**src/rtl/zerogame_round_ctrl.sv**
```systemverilog
// rtl/zerogame_round_ctrl.sv - round sequencer for the three-player zero game
// Optional guess timeout enabled by defining ZG_TIMEOUT_EN.
module zerogame_round_ctrl #(
    parameter int REVEAL_CYCLES  = 4,
    parameter int TIMEOUT_CYCLES = 64
) (
    input  logic       clk,
    input  logic       reset,
    input  logic       start,
    input  logic [7:0] sel_in,
    input  logic       sel_valid,
    input  logic [1:0] p1,
    input  logic [1:0] p2,
    input  logic [1:0] p3,
    output logic [2:0] state,
    output logic [1:0] caller,
    output logic [2:0] guess,
    output logic [2:0] sum,
    output logic       hit,
    output logic [1:0] hands1,
    output logic [1:0] hands2,
    output logic [1:0] hands3,
    output logic       game_over,
    output logic [1:0] winner,
    output logic [7:0] rounds,
    output logic       timeout
);

    typedef enum logic [2:0] {
        S_IDLE   = 3'd0,
        S_WAIT   = 3'd1,
        S_REVEAL = 3'd2,
        S_JUDGE  = 3'd3,
        S_DONE   = 3'd4
    } state_t;

    state_t     state_q, state_d;
    logic [1:0] caller_q, caller_d;
    logic [2:0] guess_q, guess_d;
    logic [2:0] sum_q, sum_d;
    logic [1:0] hands1_q, hands1_d;
    logic [1:0] hands2_q, hands2_d;
    logic [1:0] hands3_q, hands3_d;
    logic [1:0] winner_q, winner_d;
    logic [7:0] rounds_q, rounds_d;
    logic [3:0] rev_q, rev_d;

    logic       sel_ok;
    logic [2:0] sel_enc;
    logic       hit_w;
    logic       timeout_w;
    logic [1:0] caller_hands;
    logic [1:0] caller_next;
    logic [7:0] rounds_inc;
    logic [2:0] masked_sum;

    // Thumbs of a player count only for hands still in play.
    function automatic logic [2:0] contrib(input logic [1:0] h, input logic [1:0] p);
        logic [2:0] c;
        c = 3'd0;
        if (h == 2'd2)
            c = {2'b00, p[1]} + {2'b00, p[0]};
        else if (h == 2'd1)
            c = {2'b00, p[0]};
        return c;
    endfunction

`ifdef ZG_TIMEOUT_EN
    logic [7:0] tmo_q, tmo_d;
    assign timeout_w = (state_q == S_WAIT) && !sel_ok &&
                       (tmo_q == 8'(TIMEOUT_CYCLES - 1));
`else
    assign timeout_w = 1'b0;
`endif

    assign sel_ok = sel_valid && !sel_in[7] && (sel_in != 8'd0) &&
                    ((sel_in & (sel_in - 8'd1)) == 8'd0);
    assign hit_w       = (state_q == S_JUDGE) && (guess_q == sum_q);
    assign caller_next = (caller_q == 2'd2) ? 2'd0 : caller_q + 2'd1;
    assign rounds_inc  = (rounds_q == 8'hFF) ? rounds_q : rounds_q + 8'd1;
    assign masked_sum  = contrib(hands1_q, p1) + contrib(hands2_q, p2) +
                         contrib(hands3_q, p3);

    always_comb begin
        sel_enc = 3'd0;
        for (int k = 0; k < 7; k++) begin
            if (sel_in[k])
                sel_enc = 3'(k);
        end
    end

    always_comb begin
        case (caller_q)
            2'd0:    caller_hands = hands1_q;
            2'd1:    caller_hands = hands2_q;
            default: caller_hands = hands3_q;
        endcase
    end

    always_comb begin
        state_d  = state_q;
        caller_d = caller_q;
        guess_d  = guess_q;
        sum_d    = sum_q;
        hands1_d = hands1_q;
        hands2_d = hands2_q;
        hands3_d = hands3_q;
        winner_d = winner_q;
        rounds_d = rounds_q;
        rev_d    = rev_q;

        case (state_q)
            S_IDLE, S_DONE: begin
                if (start) begin
                    state_d  = S_WAIT;
                    caller_d = 2'd0;
                    hands1_d = 2'd2;
                    hands2_d = 2'd2;
                    hands3_d = 2'd2;
                    winner_d = 2'd0;
                    rounds_d = 8'd0;
                end
            end
            S_WAIT: begin
                if (sel_ok) begin
                    guess_d = sel_enc;
                    rev_d   = 4'(REVEAL_CYCLES - 1);
                    state_d = S_REVEAL;
                end else if (timeout_w) begin
                    caller_d = caller_next;
                    rounds_d = rounds_inc;
                end
            end
            S_REVEAL: begin
                if (rev_q == 4'd0) begin
                    sum_d   = masked_sum;
                    state_d = S_JUDGE;
                end else begin
                    rev_d = rev_q - 4'd1;
                end
            end
            S_JUDGE: begin
                rounds_d = rounds_inc;
                if (hit_w) begin
                    case (caller_q)
                        2'd0:    hands1_d = hands1_q - 2'd1;
                        2'd1:    hands2_d = hands2_q - 2'd1;
                        default: hands3_d = hands3_q - 2'd1;
                    endcase
                end
                if (hit_w && caller_hands == 2'd1) begin
                    winner_d = caller_q;
                    state_d  = S_DONE;
                end else begin
                    caller_d = caller_next;
                    state_d  = S_WAIT;
                end
            end
            default: state_d = S_IDLE;
        endcase
    end

    always_ff @(posedge clk) begin
        if (reset) begin
            state_q  <= S_IDLE;
            caller_q <= 2'd0;
            guess_q  <= 3'd0;
            sum_q    <= 3'd0;
            hands1_q <= 2'd2;
            hands2_q <= 2'd2;
            hands3_q <= 2'd2;
            winner_q <= 2'd0;
            rounds_q <= 8'd0;
            rev_q    <= 4'd0;
        end else begin
            state_q  <= state_d;
            caller_q <= caller_d;
            guess_q  <= guess_d;
            sum_q    <= sum_d;
            hands1_q <= hands1_d;
            hands2_q <= hands2_d;
            hands3_q <= hands3_d;
            winner_q <= winner_d;
            rounds_q <= rounds_d;
            rev_q    <= rev_d;
        end
    end

`ifdef ZG_TIMEOUT_EN
    // Counter restarts on every entry to WAIT_GUESS and after each forfeit.
    always_comb begin
        tmo_d = 8'd0;
        if (state_q == S_WAIT && state_d == S_WAIT && !timeout_w)
            tmo_d = tmo_q + 8'd1;
    end

    always_ff @(posedge clk) begin
        if (reset)
            tmo_q <= 8'd0;
        else
            tmo_q <= tmo_d;
    end
`endif

    assign state     = state_q;
    assign caller    = caller_q;
    assign guess     = guess_q;
    assign sum       = sum_q;
    assign hit       = hit_w;
    assign hands1    = hands1_q;
    assign hands2    = hands2_q;
    assign hands3    = hands3_q;
    assign game_over = (state_q == S_DONE);
    assign winner    = winner_q;
    assign rounds    = rounds_q;
    assign timeout   = timeout_w;

endmodule

```
**config.mk**
```make
export PLATFORM = sky130hd
export DESIGN_NAME = zerogame_round_ctrl
export DESIGN_NICKNAME = d
export VERILOG_FILES = /design/src/rtl/zerogame_round_ctrl.sv
export SDC_FILE = /design/constraint.sdc
export NUM_CORES = 1
export LEC_CHECK = 0
export ABC_AREA = 0
export CAP_MARGIN = 0
export CORE_ASPECT_RATIO = 0.9
export CORE_MARGIN = 2
export CORE_UTILIZATION = 49
export CTS_CLUSTER_SIZE = 40
export DETAILED_ROUTE_END_ITERATION = 8
export GPL_TIMING_DRIVEN = 1
export PLACE_DENSITY = 0.8
export SLEW_MARGIN = 25
export SYNTH_ARGS = -nofsm -noshare
export SYNTH_HDL_FRONTEND = slang
export SYNTH_SLANG_ARGS = --single-unit
```
**constraint.sdc**
```tcl
create_clock -name clk -period 2.13 [get_ports clk]
set_input_delay 0.426 -clock clk [delete_from_list [all_inputs] [get_ports clk]]
set_output_delay 0.426 -clock clk [all_outputs]
set_load 0.02 [all_outputs]
```
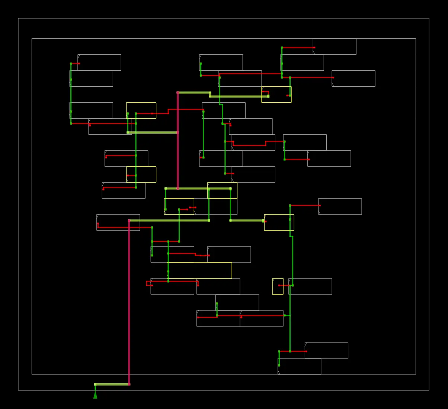
(images/final_clocks.png)
Clock buffer cells: 6
clk_lat worst skew: 0.28 ns
clk sinks: 31
Clock Skews: 0.00574 ns
clock buffer count from CTS: 5

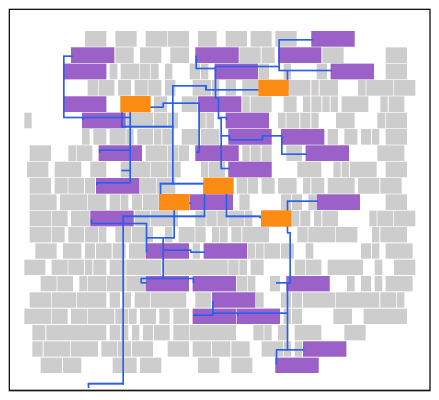
(images/clock_map.png)
Scale: 6 px per micron.
Purple is flip-flops, count 31. Orange is cells driving clock nets, count 5. Blue is clock wires, length 383 microns.
There are 6 routed clock nets.

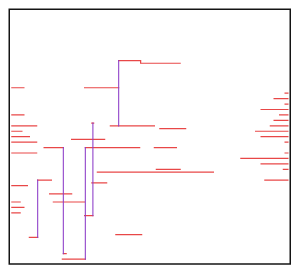
(images/metal_stack.png)
Scale: 4 px per micron. Only two layers are drawn.
Red is met3, wire length 252 microns. Purple is met4, wire length 108 microns.

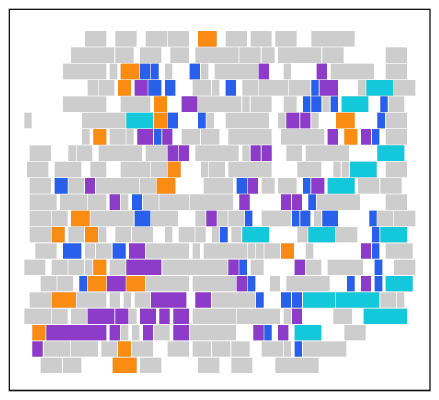
(images/gate_families.png)
Scale: 6 px per micron.
Blue is NAND gates, cells 43. Cyan is adder and majority cells, cells 14. Purple is inverting AOI/OAI gates, cells 46. Orange is AND and OR gates, cells 21.
dominant logic cell type in the layout: clkdlybuf4s50_1
Non-Filler Instances: 355
Comb area share: 45.8%

==> run summary <==
fresh numbers from the pnr run: antenna violations before repair 0, WP data arrival 2.26 ns, post-synth top area cell dfxtp_1, synth-to-layout area growth 45.4%, CP max stage delay 0.53 ns, Detailed Route WL 4960 microns, io pins 48, Most common reg cell dfxtp_1, WP buf/inv 2, dominant logic cell types in the final layout clkdlybuf4s50_1 (38), dfxtp_1 (31), nand2_1 (26), buf_4 (26), nor2_1 (23), Sequential Area 621 sq um, synth cell count leaders dfxtp_1 (31), nand2_1 (26), nor2_1 (23), a21oi_1 (17), max reg flops 8, total global-route track usage 22.6%, average size of a mapped cell 8.15 sq um, Vias per Instance 5.48, Layout Utilization 74.6%, post-synthesis cell type count 48, diode count 0, status complete, no violations, Max Cap Viol 0, logic area 0.00127 sq mm, WL met1 2200 microns
